I/O pins on the die edge:
Pins as bars across the die edge, other pins in grey.
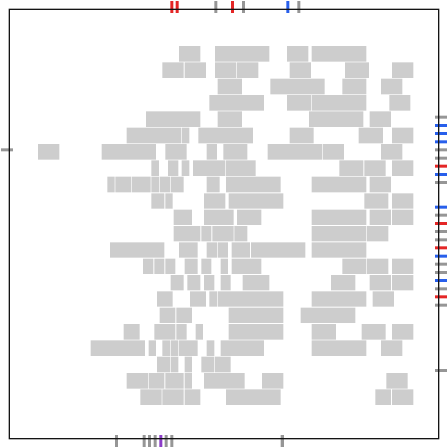
Cell classes on the final placement:
Fill, decap, tap and diode cells in grey.
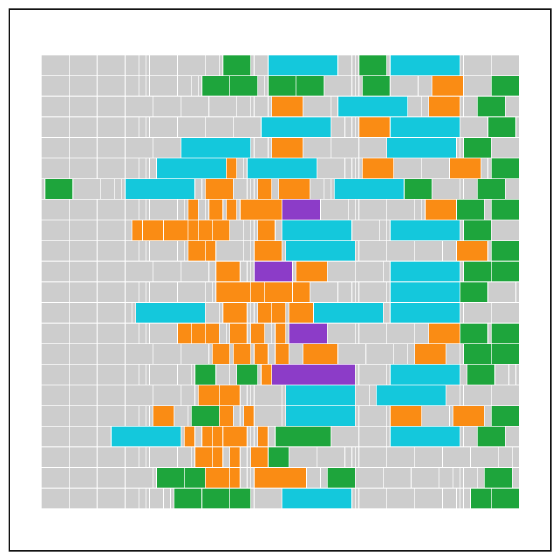
Clock network drawn from the DEF:
Bar = 20 microns.
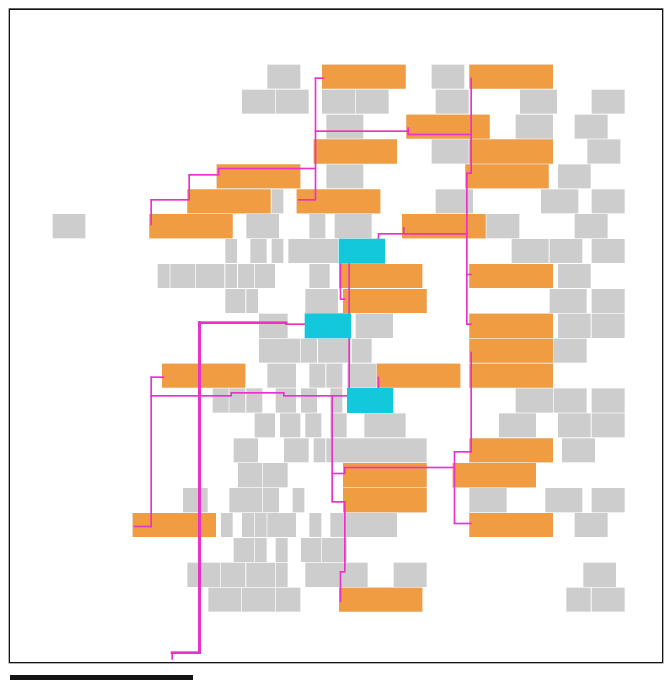
Placement view:
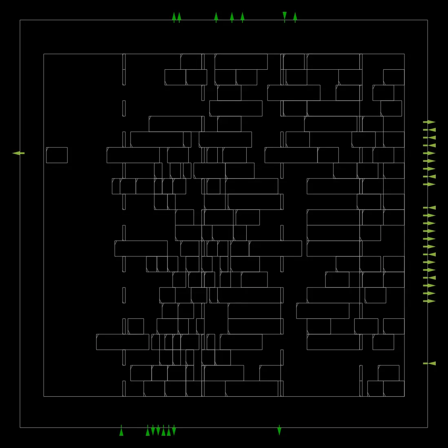
File: src/rtl/fir_coeff_loader.sv
// Streams host coefficient beats into a FIR tap register array, one write per beat.
// Optional macro COEFF_SYMMETRIC_EN loads half the taps and mirrors each write.
module fir_coeff_loader #(
  parameter int NUM_TAPS = 71,
  parameter int COEFF_W  = 8
) (
  input  logic               clk,
  input  logic               rst_n,
  input  logic               start,
  input  logic               abort,
  input  logic               s_valid,
  input  logic [COEFF_W-1:0] s_data,
  output logic               s_ready,
  output logic               write_en,
  output logic [6:0]         addr,
  output logic [COEFF_W-1:0] coefficient,
  output logic               busy,
  output logic               done,
  output logic [6:0]         loaded_cnt
);

`ifdef COEFF_SYMMETRIC_EN
  localparam int BEATS = (NUM_TAPS + 1) / 2;
`else
  localparam int BEATS = NUM_TAPS;
`endif
  localparam logic [6:0] LAST_BEAT = 7'(BEATS - 1);
  localparam logic [6:0] BEAT_TOT  = 7'(BEATS);
  localparam logic [6:0] LAST_ADDR = 7'(NUM_TAPS - 1);

  typedef enum logic [1:0] {
    IDLE   = 2'd0,
    LOAD   = 2'd1,
    DONE   = 2'd2
`ifdef COEFF_SYMMETRIC_EN
    ,MIRROR = 2'd3
`endif
  } state_t;

  state_t             state_q, state_d;
  logic               write_en_q, write_en_d;
  logic [6:0]         addr_q, addr_d;
  logic [COEFF_W-1:0] coeff_q, coeff_d;
  logic               done_q, done_d;
  logic [6:0]         cnt_q, cnt_d;

  always_ff @(posedge clk or negedge rst_n) begin
    if (!rst_n) begin
      state_q    <= IDLE;
      write_en_q <= 1'b0;
      addr_q     <= '0;
      coeff_q    <= '0;
      done_q     <= 1'b0;
      cnt_q      <= '0;
    end else begin
      state_q    <= state_d;
      write_en_q <= write_en_d;
      addr_q     <= addr_d;
      coeff_q    <= coeff_d;
      done_q     <= done_d;
      cnt_q      <= cnt_d;
    end
  end

  always_comb begin
    state_d    = state_q;
    write_en_d = 1'b0;
    addr_d     = addr_q;
    coeff_d    = coeff_q;
    done_d     = done_q;
    cnt_d      = cnt_q;
    // abort overrides everything, including a beat handshaking this cycle
    if (abort) begin
      state_d = IDLE;
      done_d  = 1'b0;
    end else begin
      case (state_q)
        IDLE, DONE: begin
          if (start) begin
            state_d = LOAD;
            cnt_d   = '0;
            done_d  = 1'b0;
          end
        end
        LOAD: begin
          if (s_valid) begin
            write_en_d = 1'b1;
            addr_d     = cnt_q;
            coeff_d    = s_data;
            cnt_d      = (cnt_q == BEAT_TOT) ? cnt_q : cnt_q + 7'd1;
            if (cnt_q == LAST_BEAT) begin
              state_d = DONE;
              done_d  = 1'b1;
            end
`ifdef COEFF_SYMMETRIC_EN
            else begin
              state_d = MIRROR;
            end
`endif
          end
        end
`ifdef COEFF_SYMMETRIC_EN
        // addr_q/coeff_q still hold beat k, so the mirror tap is derived from them
        MIRROR: begin
          write_en_d = 1'b1;
          addr_d     = LAST_ADDR - addr_q;
          state_d    = LOAD;
        end
`endif
        default: state_d = IDLE;
      endcase
    end
  end

  assign s_ready     = (state_q == LOAD);
  assign busy        = (state_q != IDLE) && (state_q != DONE);
  assign write_en    = write_en_q;
  assign addr        = addr_q;
  assign coefficient = coeff_q;
  assign done        = done_q;
  assign loaded_cnt  = cnt_q;

endmodule

File: config.mk
export PLATFORM = sky130hd
export DESIGN_NAME = fir_coeff_loader
export DESIGN_NICKNAME = d
export VERILOG_FILES = /design/src/rtl/fir_coeff_loader.sv
export SDC_FILE = /design/constraint.sdc
export NUM_CORES = 1
export LEC_CHECK = 0
export CAP_MARGIN = 20
export CORE_MARGIN = 4
export CORE_UTILIZATION = 30
export CTS_CLUSTER_DIAMETER = 30
export DETAILED_ROUTE_END_ITERATION = 6
export SYNTH_ARGS = -nofsm -noshare
export SYNTH_HDL_FRONTEND = slang
export SYNTH_SLANG_ARGS = --single-unit
File: constraint.sdc
create_clock -name clk -period 2 [get_ports clk]
set_clock_uncertainty 0.05 [all_clocks]
set_input_delay 0.2 -clock clk [delete_from_list [all_inputs] [get_ports clk]]
set_output_delay 0.2 -clock clk [all_outputs]
set_load 0.05 [all_outputs]
==> out/qor.txt <==
Final setup viols: 0
Gpl congestion: 0.808
Iteration tally of the first detailed-router pass: 4
Area growth syn-to-layout: 44.3%
Adders+Majority by Area: 2.09%
Setup TNS: 0 ns
Logic pwr share: 36.9%
I/O pins: 39
P_sw: 0.613 mW
Avg Cell Area, Syn: 11.9 sq um
Starting Density: 31.8%
Async set-reset flop share out of synthesis: 100%
Ys flops: 26
Switching portion of total power: 35.8%
Power share of the sequential group: 38.4%
Vias: 952
Met3 Wirelength: 207 microns
Syn. warnings: 0
DRC: 0
HPWL Detailed: 1990 microns
H-tree depth: 1
Max Cap Viol: 0
GR Util met1: 13.6%
Status: completed
GR Util All Layers: 10.6%
## Picture notes: 'I/O pins on the die edge'
purple -> abort  # pins 1, direction input, edge bottom
blue -> s_data  # pins 8, direction input, edge 7 right, 1 top
red -> addr  # pins 7, direction output, edge 4 right, 3 top
all pins by edge = 23 right, 8 bottom, 7 top, 1 left
die width: 71.2 microns
Die H: 71.2 microns
input/output buffers: 38

## Picture notes: 'cell classes on the final placement'
purple -> clock drivers and dummy loads  # cells 4
cyan -> flops  # cells 26
green -> other buffers and delay cells  # cells 43
orange -> combinational and other logic  # cells 70
Final Instance Area: 1730 sq um
post-layout util: 45.9%
Core ar.: 3770 sq um

## Picture notes: 'clock network drawn from the DEF'
magenta -> clock wires  # length 286 microns
cyan -> clock drivers  # count 3
orange -> flip-flops  # count 26
routed clock nets = 4
Clock group: 0.423 mW
clock insertion delay at the later pin of the skew report: 0.26 ns
clock power share: 24.7%

## Picture notes: 'placement view'
post-route insts no fill: 191
cell row count: 22

[synth_stat cells, types with 2 or more instances]
cell      number
a21oi_1        5
a31oi_1        4
clkbuf_1       4
dfrtp_1       26
ha_1           2
inv_1          3
mux2_1         9
mux2_2         6
nand2_1        5
nand3_1        6
nand4b_1       3
nor2_1         7
o21ai_0        2
[final cells by class]
class | instances | area (sq um)
Fill cell | 347 | 2040
Sequential cell | 26 | 651
Multi-Input combinational cell | 66 | 507
Timing Repair Buffer | 43 | 425
Tap cell | 48 | 60.1
Clock buffer | 3 | 41.3
Clock inverter | 1 | 30.0
Inverter | 4 | 15.0
[registers in the layout, summed over array words and instances (netlist names)]
| signal | flops |
|---|---|
| done | 1 |
| addr | 7 |
| coefficient | 8 |
| write_en | 1 |
| loaded_cnt | 7 |
| state_q | 2 |
[layout by cell type, fill, tap and decap left out, types with 2 or more instances in the layout]
| cell | Yosys | layout |
|---|---|---|
| inv_1 | 3 | 3 |
| nand3_1 | 6 | 6 |
| a21oi_1 | 5 | 5 |
| buf_4 | 0 | 6 |
| ha_1 | 2 | 2 |
| nor2_1 | 7 | 7 |
| nand4b_1 | 3 | 3 |
| mux2_2 | 6 | 6 |
| clkdlybuf4s50_1 | 0 | 36 |
| clkbuf_8 | 0 | 3 |
| mux2_1 | 9 | 9 |
| o21ai_0 | 2 | 2 |
| a31oi_1 | 4 | 4 |
| nand2_1 | 5 | 5 |
| dfrtp_1 | 26 | 26 |
[per-stage QoR]
stage          cell area [sq um]  utilization, %
2_1_floorplan               1200               -
3_3_place_gp                1660            44.0
3_5_place_dp                1660            44.0
4_1_cts                     1730            45.9
5_1_grt                     1730            45.9
6_report                    1730            45.9
Power figures rest on the tool's default switching activity, not on a simulated workload.
